==> images/placement_by_type.png <==
Bar = 50 um.
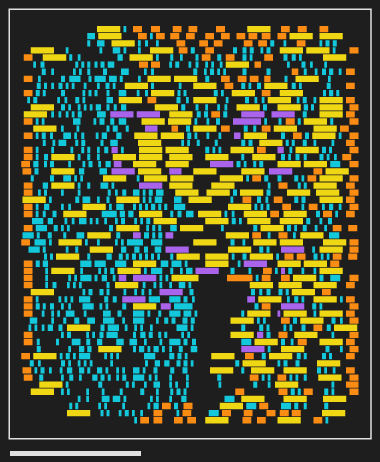
==> images/congestion.png <==
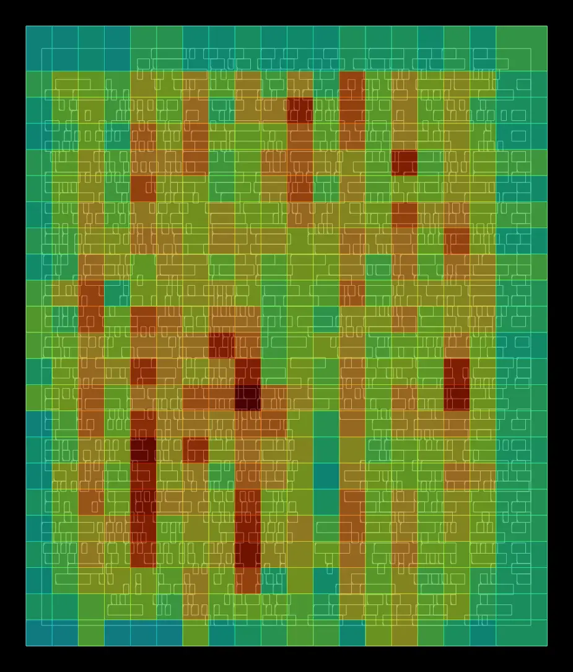
==> images/logic_types.png <==
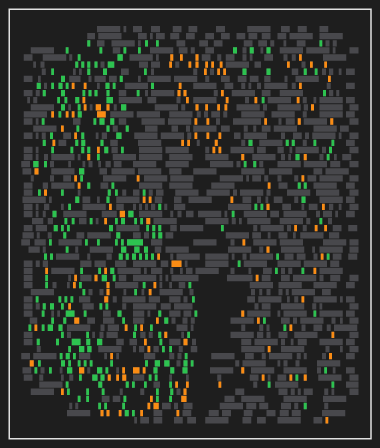
==> images/flops_by_reg.png <==
Bar = 50 um. Other sequential cells in the stronger grey, the rest of the logic in the fainter grey.
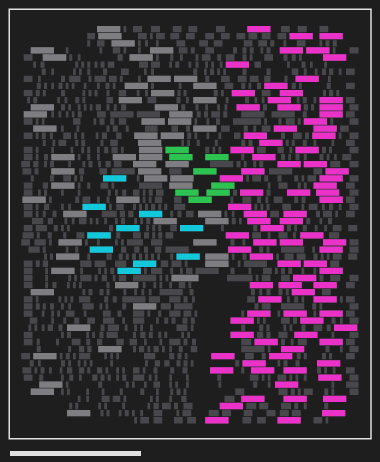
==> config.mk <==
export PLATFORM = sky130hd
export DESIGN_NAME = conv_line_engine
export DESIGN_NICKNAME = d
export VERILOG_FILES = /design/src/rtl/conv_line_engine.sv
export SDC_FILE = /design/constraint.sdc
export NUM_CORES = 1
export LEC_CHECK = 0
export ABC_AREA = 1
export CELL_PAD_IN_SITES_DETAIL_PLACEMENT = 1
export CELL_PAD_IN_SITES_GLOBAL_PLACEMENT = 1
export CORE_ASPECT_RATIO = 1.2
export CORE_MARGIN = 4
export CORE_UTILIZATION = 40
export CTS_CLUSTER_SIZE = 40
export DETAILED_ROUTE_END_ITERATION = 16
export PLACE_DENSITY_LB_ADDON = 0.15
export SLEW_MARGIN = 25
export SYNTH_ARGS = -nofsm -noshare
export SYNTH_HDL_FRONTEND = slang
export SYNTH_SLANG_ARGS = --single-unit
==> constraint.sdc <==
create_clock -name clk -period 4.76 [get_ports clk]
set_clock_uncertainty 0.1 [all_clocks]
set_input_delay 0.476 -clock clk [delete_from_list [all_inputs] [get_ports clk]]
set_output_delay 0.476 -clock clk [all_outputs]
set_load 0.005 [all_outputs]
==> src/rtl/conv_line_engine.sv <==
// Row convolution engine: streams image rows through a (2R+1)-tap sliding window,
// hands the window to an external kernel and writes the result to the buffer SRAM.
module conv_line_engine #(
  parameter int PIX_W = 8,
  parameter int R     = 5,
  parameter int DIM_W = 8
) (
  input  logic                     clk,
  input  logic                     rstn,
  input  logic                     start,
  input  logic [DIM_W-1:0]         nrows,
  input  logic [DIM_W-1:0]         ncols,
  input  logic [1:0]               border_mode,
  input  logic                     transpose,
  output logic                     busy,
  output logic                     done,
  output logic                     cfg_err,
  output logic                     img_rd_en,
  output logic [DIM_W-1:0]         img_rd_row,
  output logic [DIM_W-1:0]         img_rd_col,
  input  logic [PIX_W-1:0]         img_rd_data,
  output logic [(2*R+1)*PIX_W-1:0] win,
  input  logic [PIX_W-1:0]         kern_result,
  output logic                     buf_wr_en,
  output logic [DIM_W-1:0]         buf_row,
  output logic [DIM_W-1:0]         buf_col,
  output logic [PIX_W-1:0]         buf_wr_data,
  output logic [1:0]               dbg_state
);

  localparam int TAPS  = 2 * R + 1;
  localparam int WIN_W = TAPS * PIX_W;
  localparam int CW    = DIM_W + 2;

  localparam logic signed [CW-1:0] R_S   = CW'(R);
  localparam logic signed [CW-1:0] NEG_R = CW'(-R);
  localparam logic signed [CW-1:0] ONE_S = CW'(1);
  localparam logic [DIM_W-1:0]     R_D   = DIM_W'(R);
  localparam logic [DIM_W-1:0]     ONE_D = DIM_W'(1);
  localparam logic [DIM_W-1:0]     ZERO_D = '0;

  localparam logic [1:0] MODE_MIRROR = 2'd0;
  localparam logic [1:0] MODE_REPL   = 2'd1;
  localparam logic [1:0] MODE_ZERO   = 2'd2;
  localparam logic [1:0] MODE_RSVD   = 2'd3;

  typedef enum logic [1:0] {S_IDLE, S_RUN, S_DRAIN, S_DONE} state_t;

  state_t state, state_nxt;

  logic [DIM_W-1:0]     nrows_q, ncols_q, row_q;
  logic [1:0]           mode_q;
  logic                 transpose_q, cfg_err_q, drain_q;
  logic signed [CW-1:0] v_q, ncols_s, v_last;
  logic [DIM_W-1:0]     v_lo, pc;
  logic                 oob_lo, oob_hi, zero_slot;
  logic                 start_ok, cfg_bad, row_end, last_row;

  logic                 s1_valid, s1_zero, s1_wr;
  logic [DIM_W-1:0]     s1_col, s1_row;
  logic                 s2_wr;
  logic [DIM_W-1:0]     s2_col, s2_row;

  // Handshake: start is a one-cycle request honoured only in IDLE; the frame
  // ends with a one-cycle done pulse, with busy covering start+1 .. done.
  assign start_ok = (state == S_IDLE) && start;
  assign cfg_bad  = (nrows == ZERO_D) || (ncols == ZERO_D) || (border_mode == MODE_RSVD) ||
                    ((border_mode == MODE_MIRROR) && (ncols <= R_D));

  assign ncols_s  = {2'b00, ncols_q};
  assign v_last   = ncols_s + R_S - ONE_S;
  assign v_lo     = v_q[DIM_W-1:0];
  assign oob_lo   = v_q[CW-1];
  assign oob_hi   = (v_q >= ncols_s);
  assign row_end  = (v_q == v_last);
  assign last_row = (row_q == nrows_q - ONE_D);

  always_ff @(posedge clk or negedge rstn) begin
    if (!rstn) state <= S_IDLE;
    else       state <= state_nxt;
  end

  always_comb begin
    state_nxt = state;
    case (state)
      S_IDLE:  if (start) state_nxt = cfg_bad ? S_DONE : S_RUN;
      S_RUN:   if (row_end && last_row) state_nxt = S_DRAIN;
      S_DRAIN: if (drain_q) state_nxt = S_DONE;
      S_DONE:  state_nxt = S_IDLE;
      default: state_nxt = S_IDLE;
    endcase
  end

  always_ff @(posedge clk or negedge rstn) begin
    if (!rstn) begin
      nrows_q     <= '0;
      ncols_q     <= '0;
      mode_q      <= '0;
      transpose_q <= 1'b0;
      cfg_err_q   <= 1'b0;
      row_q       <= '0;
      v_q         <= '0;
      drain_q     <= 1'b0;
    end else if (start_ok) begin
      nrows_q     <= nrows;
      ncols_q     <= ncols;
      mode_q      <= border_mode;
      transpose_q <= transpose;
      cfg_err_q   <= cfg_bad;
      row_q       <= '0;
      v_q         <= NEG_R;
      drain_q     <= 1'b0;
    end else if (state == S_RUN) begin
      // Rows run back-to-back: the slot after a row's last one is v=-R of the next row.
      if (row_end) begin
        v_q   <= NEG_R;
        row_q <= row_q + ONE_D;
      end else begin
        v_q <= v_q + ONE_S;
      end
    end else if (state == S_DRAIN) begin
      drain_q <= 1'b1;
    end
  end

  // Virtual column to physical column; arithmetic is mod 2^DIM_W, results are in range.
  always_comb begin
    pc        = v_lo;
    zero_slot = 1'b0;
    if (oob_lo || oob_hi) begin
      case (mode_q)
        MODE_MIRROR: pc = oob_lo ? (ZERO_D - v_lo) : (((ncols_q - ONE_D) << 1) - v_lo);
        MODE_REPL:   pc = oob_lo ? ZERO_D : (ncols_q - ONE_D);
        default: begin
          pc        = ZERO_D;
          zero_slot = (mode_q == MODE_ZERO);
        end
      endcase
    end
  end

  assign img_rd_en  = (state == S_RUN) && !zero_slot;
  assign img_rd_row = (state == S_RUN) ? row_q : ZERO_D;
  assign img_rd_col = img_rd_en ? pc : ZERO_D;

  // Stage 1 tracks the slot whose data returns this cycle; stage 2 the slot to write.
  always_ff @(posedge clk or negedge rstn) begin
    if (!rstn) begin
      s1_valid <= 1'b0;
      s1_zero  <= 1'b0;
      s1_wr    <= 1'b0;
      s1_col   <= '0;
      s1_row   <= '0;
      s2_wr    <= 1'b0;
      s2_col   <= '0;
      s2_row   <= '0;
      win      <= '0;
    end else begin
      s1_valid <= (state == S_RUN);
      s1_zero  <= zero_slot;
      s1_wr    <= (v_q >= R_S);
      s1_col   <= v_lo - R_D;
      s1_row   <= row_q;
      s2_wr    <= s1_valid && s1_wr;
      s2_col   <= s1_col;
      s2_row   <= s1_row;
      if (s1_valid)
        win <= {(s1_zero ? {PIX_W{1'b0}} : img_rd_data), win[WIN_W-1:PIX_W]};
    end
  end

  assign buf_wr_en   = s2_wr;
  assign buf_row     = !s2_wr ? ZERO_D : (transpose_q ? s2_col : s2_row);
  assign buf_col     = !s2_wr ? ZERO_D : (transpose_q ? s2_row : s2_col);
  assign buf_wr_data = kern_result;

  assign busy      = (state != S_IDLE);
  assign done      = (state == S_DONE);
  assign cfg_err   = cfg_err_q;
  assign dbg_state = state;

endmodule

==> PnR_summary.wiki <==
== Run summary ==
{| class="wikitable"
! Metric !! Value
|-
| Antenna violations before repair || 0
|-
| Hpwl dp || 16400 um
|-
| Crit path DRT || 4180 ps
|-
| Net load switching power || 2920 uW
|-
| Share of the clock period used by the worst path after layout || 82.4%
|-
| Mean instance size in the synthesized netlist || 8.43 um2
|-
| Proportion of layout cells with a drive suffix above 1 || 8.28%
|-
| Number of DRC markers in iteration 0 || 236
|-
| Number of synthesis warnings || 0
|-
| Most Frequent Cell on Critical Path || sky130_fd_sc_hd__nand2_1
|-
| Number of nets at floorplan || 1025
|-
| WP data arrival || 3340 ps
|-
| Number of antenna repair diodes || 0
|-
| Reg2reg end || v_q[8]$_DFFE_PN0P_
|-
| Seq share, synth || 51.1%
|-
| Largest net degree at the start of global routing || 116
|-
| Dominant cell by count in the synthesized netlist || sky130_fd_sc_hd__nand2_1
|-
| Flops || 165
|-
| Clock-pin slew on the worst setup and hold paths || 70 ps
|-
| Critical path's slowest cell || sky130_fd_sc_hd__clkdlybuf4s50_1
|-
| Max frequency || 255 MHz
|-
| TritonCTS Buffers || 17
|-
| Via-per-instance ratio || 5.01
|-
| Most used standard cells in the synthesized netlist || sky130_fd_sc_hd__nand2_1, sky130_fd_sc_hd__dfrtp_1, sky130_fd_sc_hd__nor2_1
|-
| Mapped Area || 8080 um2
|-
| Area Overhead vs Synth || 28.6%
|-
| Final-report hold violation count || 0
|-
| RSZ-0062 raised after global routing || no
|-
| Total tool warning count || 36
|-
| Fraction of area in clock buffers and inverters || 5.55%
|-
| Setup fix buffers added after clock tree synthesis || 0
|-
| Clock net power || 1350 uW
|-
| Number of top-level pins || 173
|-
| NumNets Final || 1164
|-
| Cell internal power dissipation || 4300 uW
|-
| Final min period || 3920 ps
|-
| Count of antenna-violating nets left after detailed routing || 0
|-
| Cell Pwr Density || 694 nW/um2
|-
| Pre-CTS worst setup slack || 1290 ps
|-
| Total negative setup slack || 0 ps
|-
| Fraction of power spent switching nets || 40.4%
|-
| Clock network fraction of total power || 18.7%
|-
| Worst stage delay on the critical path || 490 ps
|-
| Main area contributors after synthesis || sky130_fd_sc_hd__dfrtp_1, sky130_fd_sc_hd__nand2_1, sky130_fd_sc_hd__nor2_1
|-
| CP Capture Point || img_rd_col[6]
|-
| Setup slack on the worst flop-to-flop path || 1710 ps
|-
| Transition time of the tightest slew-check pin || 853 ps
|-
| Post-synthesis cell type with the largest combined area || sky130_fd_sc_hd__dfrtp_1
|-
| Number of violations of the max-capacitance limit || 0
|-
| P_leak || 0.00485 uW
|-
| Summed area of non-filler cells in the final layout || 10400 um2
|-
| Number of synthesized register bits || 165
|-
| Clock tree from TritonCTS || yes
|-
| Worst slew margin relative to its limit || 43.1%
|-
| AO/OA Area Share || 11.4%
|-
| Number of buffers outside the clock class in the layout || 161
|-
| Number of clock sinks || 165
|-
| Total length of routed wires || 22300 um
|-
| Global-route congestion overflow total || 0
|-
| Count of fill cells added during filler insertion || 2319
|-
| Invs w/o clock || 122
|-
| H-tree depth || 4
|-
| Status || finished, final reports clean
|-
| Number of library cell types mapped by synthesis || 47
|-
| First-pass iteration count of the detailed router || 4
|-
| Leading power group || combinational cells
|-
| Async set or reset register ratio after synthesis || 100%
|-
| Clock tree buffer count of the final layout || 20
|-
| Count of flip-flops with a built-in enable after synthesis || 0
|-
| Dominant logic cell types in the final layout || sky130_fd_sc_hd__nand2_1, sky130_fd_sc_hd__dfrtp_1, sky130_fd_sc_hd__clkdlybuf4s50_1, sky130_fd_sc_hd__nor2_1, sky130_fd_sc_hd__inv_1
|-
| Area of the core || 19700 um2
|-
| Cell total in the yosys stat output || 959
|-
| Area fraction in full adders, half adders and majority gates || 4.43%
|-
| Final Max-Slew Violation Tally || 0
|-
| RD Place Congestion || 0.873
|-
| Via count of the first global-routing pass || 7230
|-
| Overall power of the completed layout || 7220 uW
|-
| Count of port buffers added during placement || 156
|-
| Worst Path Max Fanout || 7
|}
About placement_by_type.png:
[orange] remaining buffers and delay cells | cells: 161 | share of their area: 16%
[cyan] combinational and other logic | cells: 753 | share of their area: 37%
[purple] clock drivers and dummy loads | cells: 32 | share of their area: 5.7%
[yellow] sequential cells | cells: 165 | share of their area: 41%
final core area utilization: 52.8%
Seq area share: 39.8%
number of rows in the core area: 56

About congestion.png:
global-route usage over all layers: 20.6%
per-cell routed wire length: 16.3 um

About logic_types.png:
[orange] nor cells | cells: 142 | where: widely spread
[green] nand cells | cells: 262
multi-input logic portion of the cell area: 31.5%
most frequent standard cell in the layout excluding fill and tap cells: sky130_fd_sc_hd__nand2_1
non-filler cells in the finished layout: 1372

About flops_by_reg.png:
[green] s2_col | sequential cells: 8 | where: middle
[magenta] win | sequential cells: 88 | where: a vertical strip on the right
[cyan] v_q | sequential cells: 10
not coloured: 59
reported sequential group power: 2600 uW
Sequential Area: 4130 um2

[worst max-delay path, delay by kind of cell (launching register included)]
family,cells,cell delay (ps)
AND-OR/OR-AND,1,120
XOR/XNOR,1,210
adder cells (fa/ha/maj),2,630
buffers and inverters,3,720
flip-flops,1,470
AND/OR/NAND/NOR,9,770
[state kept, by name, indices dropped and copies added (netlist names), 8 cells and up]
| signal | flops |
|---|---|
| s2_col | 8 |
| s1_row | 8 |
| v_q | 10 |
| ncols_q | 8 |
| win | 88 |
| s2_row | 8 |
| row_q | 8 |
| s1_col | 8 |
| nrows_q | 8 |
[layer usage]
layer / vias to the layer above / GRT usage (%) / wire length, um
li1: 3348 / - / -
met1: 3341 / 24.3 / 9190
met2: 156 / 37.1 / 11700
met3: 31 / 3.95 / 980
met4: 0 / 7.05 / 491
met5: - / 0 / 0
Power and IR drop assume default switching activity.
